$ cat src/rtl/muldiv_pkg.sv
// Shared definitions for the RV32M iterative multiply/divide unit:
// datapath widths, funct3 encodings, FSM states and special-case constants.
package muldiv_pkg;

    localparam int unsigned XLEN  = 32;
    localparam int unsigned DXLEN = 2 * XLEN;
    localparam int unsigned CNT_W = 6;

    localparam logic [XLEN-1:0] DIV_ZERO_Q = 32'hFFFF_FFFF;
    localparam logic [XLEN-1:0] INT_MIN    = 32'h8000_0000;

    typedef enum logic [2:0] {
        F3_MUL    = 3'd0,
        F3_MULH   = 3'd1,
        F3_MULHSU = 3'd2,
        F3_MULHU  = 3'd3,
        F3_DIV    = 3'd4,
        F3_DIVU   = 3'd5,
        F3_REM    = 3'd6,
        F3_REMU   = 3'd7
    } funct3_e;

    typedef enum logic [1:0] {
        IDLE = 2'd0,
        LOAD = 2'd1,
        BUSY = 2'd2,
        DONE = 2'd3
    } state_e;

    typedef enum logic {
        MODE_MUL = 1'b0,
        MODE_DIV = 1'b1
    } core_mode_e;

    // Magnitude of v when it is treated as signed, otherwise v unchanged.
    function automatic logic [XLEN-1:0] magnitude(input logic is_signed, input logic [XLEN-1:0] v);
        return (is_signed && v[XLEN-1]) ? XLEN'(-v) : v;
    endfunction

endpackage

$ cat src/rtl/ex_muldiv_stall_unit_if.sv
// Pipeline <-> M-unit bundle.
//   master: EX pipeline side (drives instruction, operands, overrides, flush)
//   slave : muldiv unit (drives stall and result)
interface ex_muldiv_stall_unit_if;
    import muldiv_pkg::*;

    logic            ID_EX_muldiv;
    logic [2:0]      ID_EX_funct3;
    logic [XLEN-1:0] EX_rs1_data;
    logic [XLEN-1:0] EX_rs2_data;
    logic [XLEN-1:0] ID_EX_stall_hazard_rs1_data;
    logic [XLEN-1:0] ID_EX_stall_hazard_rs2_data;
    logic            ID_EX_stall_hazard_rs1_data_enable;
    logic            ID_EX_stall_hazard_rs2_data_enable;
    logic            EX_flush;
    logic            EX_stall;
    logic [XLEN-1:0] muldiv_result;
    logic            muldiv_result_valid;

    modport master (
        output ID_EX_muldiv, ID_EX_funct3, EX_rs1_data, EX_rs2_data,
               ID_EX_stall_hazard_rs1_data, ID_EX_stall_hazard_rs2_data,
               ID_EX_stall_hazard_rs1_data_enable, ID_EX_stall_hazard_rs2_data_enable,
               EX_flush,
        input  EX_stall, muldiv_result, muldiv_result_valid
    );

    modport slave (
        input  ID_EX_muldiv, ID_EX_funct3, EX_rs1_data, EX_rs2_data,
               ID_EX_stall_hazard_rs1_data, ID_EX_stall_hazard_rs2_data,
               ID_EX_stall_hazard_rs1_data_enable, ID_EX_stall_hazard_rs2_data_enable,
               EX_flush,
        output EX_stall, muldiv_result, muldiv_result_valid
    );

endinterface

$ cat src/rtl/muldiv_iter_core.sv
// Shared 64-bit accumulator with one radix-2 iteration per step.
//   mul: {hi,lo} = {0, multiplier}; add multiplicand to hi when lo[0], shift right.
//   div: {hi,lo} = {0, dividend}; shift left, restoring subtract, quotient bit into lo[0].
// Ports: clk, rst_n, load (init from op_a/op_b), step (advance one bit),
//        mode, op_a (multiplier/dividend), op_b (multiplicand/divisor),
//        acc_next (accumulator value after the current step).
module muldiv_iter_core
    import muldiv_pkg::*;
(
    input  logic             clk,
    input  logic             rst_n,
    input  logic             load,
    input  logic             step,
    input  core_mode_e       mode,
    input  logic [XLEN-1:0]  op_a,
    input  logic [XLEN-1:0]  op_b,
    output logic [DXLEN-1:0] acc_next
);

    logic [DXLEN-1:0] acc;
    logic [XLEN-1:0]  b_q;
    logic [XLEN:0]    mul_sum;
    logic [XLEN:0]    div_hi;
    logic [XLEN:0]    div_diff;

    // One iteration; the 33-bit hi paths keep the carry / shifted-out remainder bit.
    always_comb begin
        mul_sum  = {1'b0, acc[DXLEN-1:XLEN]} + (acc[0] ? {1'b0, b_q} : '0);
        div_hi   = acc[DXLEN-1:XLEN-1];
        div_diff = div_hi - {1'b0, b_q};
        if (mode == MODE_MUL) begin
            acc_next = {mul_sum, acc[XLEN-1:1]};
        end else if (!div_diff[XLEN]) begin
            acc_next = {div_diff[XLEN-1:0], acc[XLEN-2:0], 1'b1};
        end else begin
            acc_next = {div_hi[XLEN-1:0], acc[XLEN-2:0], 1'b0};
        end
    end

    always_ff @(posedge clk or negedge rst_n) begin
        if (!rst_n) begin
            acc <= '0;
            b_q <= '0;
        end else if (load) begin
            acc <= {XLEN'(0), op_a};
            b_q <= op_b;
        end else if (step) begin
            acc <= acc_next;
        end
    end

endmodule

$ cat src/rtl/ex_muldiv_stall_unit.sv
// RV32M execute unit beside the ALU: stalls IF/ID/EX while iterating, takes
// late operand overrides in LOAD, and presents the result in the DONE cycle.
// Ports: clk, rst_n, bus (slave side of ex_muldiv_stall_unit_if).
module ex_muldiv_stall_unit
    import muldiv_pkg::*;
(
    input  logic                 clk,
    input  logic                 rst_n,
    ex_muldiv_stall_unit_if.slave bus
);

    state_e           state, state_next;
    funct3_e          f3_q;
    logic [XLEN-1:0]  rs1_q, rs2_q, result_q;
    logic [CNT_W-1:0] cnt;
    logic             neg_q;

    logic stall_c, valid_c, latch_en, core_load, core_step, res_we, res_special;

    logic [XLEN-1:0]  op1, op2, mag1, mag2, special_res, final_res, q_fix, r_fix;
    logic [DXLEN-1:0] acc_next, prod_fix;
    logic             sgn1, sgn2, is_div, is_rem, neg_ld, special;

    // LOAD-cycle decode: overrides, signedness, magnitudes, special cases.
    always_comb begin
        op1    = bus.ID_EX_stall_hazard_rs1_data_enable ? bus.ID_EX_stall_hazard_rs1_data : rs1_q;
        op2    = bus.ID_EX_stall_hazard_rs2_data_enable ? bus.ID_EX_stall_hazard_rs2_data : rs2_q;
        is_div = f3_q[2];
        is_rem = f3_q[2] & f3_q[1];
        sgn1   = f3_q inside {F3_MULH, F3_MULHSU, F3_DIV, F3_REM};
        sgn2   = f3_q inside {F3_MULH, F3_DIV, F3_REM};
        mag1   = magnitude(sgn1, op1);
        mag2   = magnitude(sgn2, op2);
        // Remainder follows the dividend; everything else is the xor of operand signs.
        neg_ld = is_rem ? (sgn1 & op1[XLEN-1])
                        : ((sgn1 & op1[XLEN-1]) ^ (sgn2 & op2[XLEN-1]));
        special = is_div && ((op2 == '0) || (sgn1 && (op1 == INT_MIN) && (op2 == '1)));
        if (op2 == '0) begin
            special_res = is_rem ? op1 : DIV_ZERO_Q;
        end else begin
            special_res = is_rem ? '0 : INT_MIN;
        end
    end

    // Sign fix and word select on the final iteration's accumulator.
    always_comb begin
        prod_fix = neg_q ? DXLEN'(-acc_next) : acc_next;
        q_fix    = neg_q ? XLEN'(-acc_next[XLEN-1:0]) : acc_next[XLEN-1:0];
        r_fix    = neg_q ? XLEN'(-acc_next[DXLEN-1:XLEN]) : acc_next[DXLEN-1:XLEN];
        case (f3_q)
            F3_MUL:                       final_res = prod_fix[XLEN-1:0];
            F3_MULH, F3_MULHSU, F3_MULHU: final_res = prod_fix[DXLEN-1:XLEN];
            F3_DIV, F3_DIVU:              final_res = q_fix;
            default:                      final_res = r_fix;
        endcase
    end

    muldiv_iter_core u_core (
        .clk      (clk),
        .rst_n    (rst_n),
        .load     (core_load),
        .step     (core_step),
        .mode     (f3_q[2] ? MODE_DIV : MODE_MUL),
        .op_a     (mag1),
        .op_b     (mag2),
        .acc_next (acc_next)
    );

    always_ff @(posedge clk or negedge rst_n) begin
        if (!rst_n) state <= IDLE;
        else        state <= state_next;
    end

    // Next state and control; stall drops in the DONE and flush cycles.
    always_comb begin
        state_next  = state;
        stall_c     = 1'b0;
        valid_c     = 1'b0;
        latch_en    = 1'b0;
        core_load   = 1'b0;
        core_step   = 1'b0;
        res_we      = 1'b0;
        res_special = 1'b0;
        case (state)
            IDLE: begin
                if (bus.ID_EX_muldiv && !bus.EX_flush) begin
                    stall_c    = 1'b1;
                    latch_en   = 1'b1;
                    state_next = LOAD;
                end
            end
            LOAD: begin
                if (bus.EX_flush) begin
                    state_next = IDLE;
                end else if (special) begin
                    stall_c     = 1'b1;
                    res_we      = 1'b1;
                    res_special = 1'b1;
                    state_next  = DONE;
                end else begin
                    stall_c    = 1'b1;
                    core_load  = 1'b1;
                    state_next = BUSY;
                end
            end
            BUSY: begin
                if (bus.EX_flush) begin
                    state_next = IDLE;
                end else begin
                    stall_c   = 1'b1;
                    core_step = 1'b1;
                    if (cnt == CNT_W'(XLEN - 1)) begin
                        res_we     = 1'b1;
                        state_next = DONE;
                    end
                end
            end
            default: begin
                valid_c    = !bus.EX_flush;
                state_next = IDLE;
            end
        endcase
    end

    always_ff @(posedge clk or negedge rst_n) begin
        if (!rst_n) begin
            f3_q     <= F3_MUL;
            rs1_q    <= '0;
            rs2_q    <= '0;
            neg_q    <= 1'b0;
            cnt      <= '0;
            result_q <= '0;
        end else begin
            if (latch_en) begin
                f3_q  <= funct3_e'(bus.ID_EX_funct3);
                rs1_q <= bus.EX_rs1_data;
                rs2_q <= bus.EX_rs2_data;
            end
            if (core_load) begin
                neg_q <= neg_ld;
                cnt   <= '0;
            end
            if (core_step) cnt <= cnt + CNT_W'(1);
            if (res_we) result_q <= res_special ? special_res : final_res;
        end
    end

    assign bus.EX_stall            = stall_c;
    assign bus.muldiv_result_valid = valid_c;
    assign bus.muldiv_result       = result_q;

endmodule

$ cat src/flat_wrapper.sv
// flat-port wrapper written by rule: the top's interface ports become plain ports
module ex_muldiv_stall_unit_flat import muldiv_pkg::*;
  (clk, rst_n, bus_ID_EX_muldiv, bus_ID_EX_funct3, bus_EX_rs1_data, bus_EX_rs2_data, bus_ID_EX_stall_hazard_rs1_data, bus_ID_EX_stall_hazard_rs2_data, bus_ID_EX_stall_hazard_rs1_data_enable, bus_ID_EX_stall_hazard_rs2_data_enable, bus_EX_flush, bus_EX_stall, bus_muldiv_result, bus_muldiv_result_valid);
  ex_muldiv_stall_unit_if bus_i ();
  input  logic clk;
  input  logic rst_n;
  input wire logic [$bits(bus_i.ID_EX_muldiv)-1:0] bus_ID_EX_muldiv;
  input wire logic [$bits(bus_i.ID_EX_funct3)-1:0] bus_ID_EX_funct3;
  input wire logic [$bits(bus_i.EX_rs1_data)-1:0] bus_EX_rs1_data;
  input wire logic [$bits(bus_i.EX_rs2_data)-1:0] bus_EX_rs2_data;
  input wire logic [$bits(bus_i.ID_EX_stall_hazard_rs1_data)-1:0] bus_ID_EX_stall_hazard_rs1_data;
  input wire logic [$bits(bus_i.ID_EX_stall_hazard_rs2_data)-1:0] bus_ID_EX_stall_hazard_rs2_data;
  input wire logic [$bits(bus_i.ID_EX_stall_hazard_rs1_data_enable)-1:0] bus_ID_EX_stall_hazard_rs1_data_enable;
  input wire logic [$bits(bus_i.ID_EX_stall_hazard_rs2_data_enable)-1:0] bus_ID_EX_stall_hazard_rs2_data_enable;
  input wire logic [$bits(bus_i.EX_flush)-1:0] bus_EX_flush;
  output wire logic [$bits(bus_i.EX_stall)-1:0] bus_EX_stall;
  output wire logic [$bits(bus_i.muldiv_result)-1:0] bus_muldiv_result;
  output wire logic [$bits(bus_i.muldiv_result_valid)-1:0] bus_muldiv_result_valid;
  assign bus_i.ID_EX_muldiv = bus_ID_EX_muldiv;
  assign bus_i.ID_EX_funct3 = bus_ID_EX_funct3;
  assign bus_i.EX_rs1_data = bus_EX_rs1_data;
  assign bus_i.EX_rs2_data = bus_EX_rs2_data;
  assign bus_i.ID_EX_stall_hazard_rs1_data = bus_ID_EX_stall_hazard_rs1_data;
  assign bus_i.ID_EX_stall_hazard_rs2_data = bus_ID_EX_stall_hazard_rs2_data;
  assign bus_i.ID_EX_stall_hazard_rs1_data_enable = bus_ID_EX_stall_hazard_rs1_data_enable;
  assign bus_i.ID_EX_stall_hazard_rs2_data_enable = bus_ID_EX_stall_hazard_rs2_data_enable;
  assign bus_i.EX_flush = bus_EX_flush;
  assign bus_EX_stall = bus_i.EX_stall;
  assign bus_muldiv_result = bus_i.muldiv_result;
  assign bus_muldiv_result_valid = bus_i.muldiv_result_valid;
  ex_muldiv_stall_unit u_core (.clk(clk), .rst_n(rst_n), .bus(bus_i));
endmodule
$ cat config.mk
export PLATFORM = sky130hd
export DESIGN_NAME = ex_muldiv_stall_unit_flat
export DESIGN_NICKNAME = d
export VERILOG_FILES = /design/src/rtl/muldiv_pkg.sv /design/src/rtl/ex_muldiv_stall_unit_if.sv /design/src/rtl/muldiv_iter_core.sv /design/src/rtl/ex_muldiv_stall_unit.sv /design/src/flat_wrapper.sv
export SDC_FILE = /design/constraint.sdc
export NUM_CORES = 1
export LEC_CHECK = 0
export ABC_CLOCK_PERIOD_IN_PS = 5500
export CAP_MARGIN = 15
export CORE_MARGIN = 1.5
export CORE_UTILIZATION = 45
export CTS_BUF_LIST = sky130_fd_sc_hd__clkbuf_16
export DETAILED_ROUTE_END_ITERATION = 8
export GPL_TIMING_DRIVEN = 0
export HOLD_SLACK_MARGIN = 0.06
export PLACE_DENSITY = 0.71
export SYNTH_ARGS = -nofsm -noshare
export SYNTH_HDL_FRONTEND = slang
export SYNTH_HIERARCHICAL = 1
export SYNTH_SLANG_ARGS = --single-unit
$ cat constraint.sdc
create_clock -name clk -period 5.5 [get_ports clk]
set_clock_uncertainty 0.2 [all_clocks]
set_input_delay 0.825 -clock clk [delete_from_list [all_inputs] [get_ports clk]]
set_output_delay 0.825 -clock clk [all_outputs]
set_load 0.02 [all_outputs]
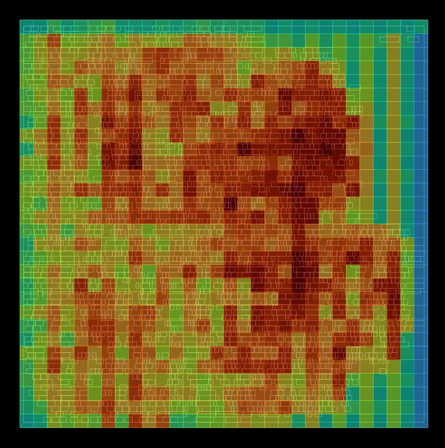
(routing congestion map)
GR Util All Layers: 34.59%
gr busiest metal: met2
met2 Resource Use GR: 52.17%

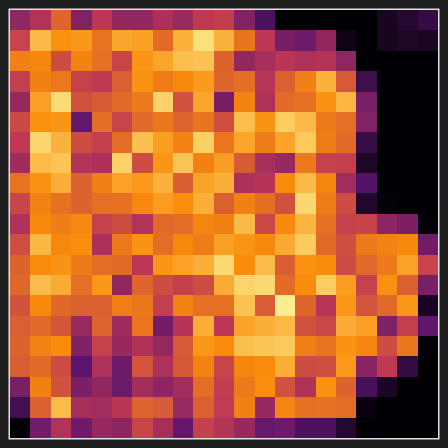
(cell area per tile)
The die is cut into 21 by 21 equal tiles; black is low, pale yellow is high, 0 to 100% covered.
nearly empty tiles	10%
emptiest ninth of the die	north-east
fullest tile	96%
mean over tiles	55%
tiles over 75% full	23%
Placeable Area: 40920 sq um
FP Util: 45.79%
Finished Core Util: 58.79%

==> flow_metrics.py <==
# Metrics from the implementation run
metrics = {
    "status": {
        "status": "finished, violations left",
        "violations": "negative setup slack",
    },
    "timing": {
        "tns_ns": -5.180,
        "period_needed_ns": 5.905,
        "worst_slack_ns": -0.4048,
        "drv_slew": 0,
        "fin_crit_sh_pct": 107.4,
        "rsz0062_at_grt": "true",
        "fmax_mhz": 169.4,
        "setup_viol": 26,
        "max_slew.worst_pin.slew_ns": 1.030,
        "slew_headroom_pct": 31.33,
        "whs_ns": 0.2890,
        "hold_viol": 0,
    },
    "clock_tree": {
        "post_cts_resized": 203,
        "cts_tree": "built",
        "cts_made_buffers": 26,
        "clock_sinks": 204,
        "clk_path_buf_depth": 3,
        "root_buffer": "clkbuf_16",
        "clk_latency_ns": 0.56,
        "clk_pin_slew_worst_paths_ns": 0.06,
        "cts_hold_buf": 1,
        "cts-htree-levels": 1,
        "post_cts_buffers": 53,
    },
    "floorplan": {
        "io_pins": 171,
        "die_h_um": 207.1,
        "fp.dieW_um": 207.1,
        "core.rowCount": 74,
        "dieArea_sq_um": 42870,
    },
    "placed_design": {
        "port_buffers": 169,
        "place.gp.congestion": 0.9736,
        "dp_cells": 2948,
        "dpl.hpwl_um": 58640,
    },
    "min_path": {
        "hold_path.class": "reg -> reg",
    },
    "worst_setup_path": {
        "critical_path_class": "reg -> reg",
        "max_stage_delay_ns": 0.82,
        "crit_top_cell": "buf_12",
        "arrival_ns": 6.11,
        "cp-end-kind": "flip-flop",
        "required_ns": 5.70,
        "worst_setup_path_start_kind": "flip-flop",
        "worstPathMaxFanout": 6,
        "crit_chain": "inv_2 > ha_4 > inv_2 > fa_2 > a211oi_2 > o21ai_2 > o2111a_2 > o2111ai_4 > a21oi_2 > a211oi_4 > buf_12 > buf_12 > buf_12 > mux2i_4 > mux2i_4 > or4_4 > or2_4 > nor4_4 > o21ai_1 > xor2_1 > a222oi_1 > o21ai_1",
        "cpMaxStageDelayCell": "a222oi_1",
    },
    "synthesis": {
        "synthTopCellsByCount": "204 x dfrtp_1, 199 x nand2_1, 158 x a21oi_1, 155 x o21ai_0, 149 x nor2_1",
        "synth_area_sq_um": 18740,
        "synthFlopType": "dfrtp_1",
        "yosys-stat-cells": 2244,
        "syn_nets": 2458,
        "edf_count": 0,
        "largest_area_cell": "dfrtp_1",
        "synth-seq-cells": 204,
        "yosys-top-cells-area": "dfrtp_1 27%, mux2i_1 7.5%, mux2_2 6.6%, ha_1 5.0%, a21oi_1 4.2%",
        "syn_inst": 2244,
        "synthArstFlopShare_pct": 100.0,
        "yosysTopAreaCellShare_pct": 27.24,
        "ys_seq_share_pct": 27.24,
        "yosys-stat-area_sq_um": 18740,
        "synth_warnings": 6,
        "synth_cell_types": 99,
        "synth.avg_cell_area_sq_um": 8.350,
        "most_common_cell": "dfrtp_1",
    },
    "power": {
        "p_leak_nw": 10.05,
        "power.density_nw_per_um2": 754.4,
        "vdd_ir_drop_max_mv": 0.3426,
    },
    "finish": {
        "fin_cells": 3071,
        "drive_above_1_share_pct": 19.18,
        "nets": 2736,
        "area_delta_synth_final_pct": 28.41,
        "antenna_cells": 0,
    },
    "grt": {
        "overflow": 0,
        "antenna_found_initial": 2,
        "grt_max_degree": 115,
        "grt_pass1_vias": 19490,
        "grt_pass1_wl_um": 116600,
    },
    "detailed_routing": {
        "ant_nets": 0,
        "avgViaCountPerCell": 6.552,
        "drc": 0,
        "vias": 20120,
        "dr.pass1.iters": 6,
        "wl_um": 77170,
        "wire_per_inst_um": 25.13,
        "drtIter0Drc": 2626,
    },
    "job": {
        "cap_viol_max_count": 0,
        "warnings": 35,
    },
}
[path summary, 6_finish.rpt]
kind,from,slack (ns),to,cells past startpoint
worst max-delay path,u_core/u_core/acc[31],-0.40,u_core/bus.muldiv_result[30],22
worst max register to register,u_core/u_core/acc[31],-0.40,u_core/bus.muldiv_result[30],22
worst min-delay path,u_core/bus.muldiv_result[13],0.29,u_core/bus.muldiv_result[13],1
max in group asynchronous,rst_n,3.43,u_core/rs2_q[17],4
worst min register to register,u_core/bus.muldiv_result[13],0.29,u_core/bus.muldiv_result[13],1
min in group asynchronous,rst_n,0.51,u_core/u_core/acc[62],2
[flip-flops by register name, summed over array words and instances (netlist names)]
name	cells
u_core/rs2_q	32
u_core/rs1_q	32
u_core/f3_q	3
u_core/state	2
u_core/u_core/acc	64
u_core/cnt	6
u_core/bus.muldiv_result	32
u_core/neg_q	1
u_core/u_core/b_q	32
[per-layer routing]
layer | vias to the layer above | global-route usage, % | share of wire [%]
met4 | 2 | 15.22 | 5.2
li1 | 8893 | - | -
met2 | 1281 | 52.17 | 42
met3 | 278 | 8.611 | 11
met1 | 9668 | 46.79 | 41
met5 | - | 0 | 0.012
[logic make-up after synthesis]
kind of cell,count (synthesis),share of synthesized area (%)
and+or+nand+nor,714,19.36
AOI/OAI and AO/OA,641,22.50
muxes,252,14.21
buffers and inverters,207,4.500
DFF,204,27.24
xor gates and xnor gates,149,6.964
adders and majority gates,77,5.222
[power by group]
part | switching [mW] | total (mW) | internal [mW]
Combinational | 8.45 | 13.8 | 5.31
Sequential | 0.612 | 2.70 | 2.09
Clock | 0.696 | 1.70 | 1.00
Total | 9.76 | 18.2 | 8.40
[metrics by stage]
stage | utilization [%] | area (sq um) | total power [mW] | worst slack (ns)
6_report | 58.79 | 24060 | 18.15 | -0.4048
5_1_grt | 58.79 | 24060 | 18.97 | -0.5230
4_1_cts | 56.95 | 23300 | 16.50 | -0.2957
3_5_place_dp | 51.71 | 21160 | 13.05 | -1.910
3_3_place_gp | 51.55 | 21100 | 12.95 | -5.398
2_1_floorplan | - | 18740 | 9.708 | 0.1198
[layout make-up]
class / count / area [sq um]
clock inverters: 19 / 191.4
flip-flops and latches: 204 / 5106
fillers: 3660 / 16860
inverters: 72 / 270.3
multi-input cells: 1833 / 14030
well taps: 532 / 665.6
plain buffers: 125 / 615.6
repair buffers: 260 / 2532
clock buffers: 26 / 650.6
[critical path: cells and delay by family (launching register included)]
family | cells | cell delay [ns]
adder cells (fa/ha/maj) | 2 | 0.48
XOR/XNOR | 1 | 0.18
multiplexers | 2 | 0.37
flip-flops | 1 | 0.38
AND-OR/OR-AND | 9 | 2.45
AND/OR/NAND/NOR | 3 | 1.13
buffers and inverters | 5 | 0.54
[cells in the final DEF (no fill, tap or decap), types with 34 or more instances in the layout]
cell type,instances
ha_1,72
clkbuf_1,73
dfrtp_1,203
o21ai_0,135
nor2_1,143
a21o_1,44
and2_1,41
clkdlybuf4s50_1,168
inv_1,69
mux2_2,108
mux2i_1,129
nor3_1,44
nand4_1,34
nand3_1,42
xnor2_1,82
xor2_1,63
a21oi_1,137
buf_4,71
nand2_1,188
Power and IR drop assume default switching activity.
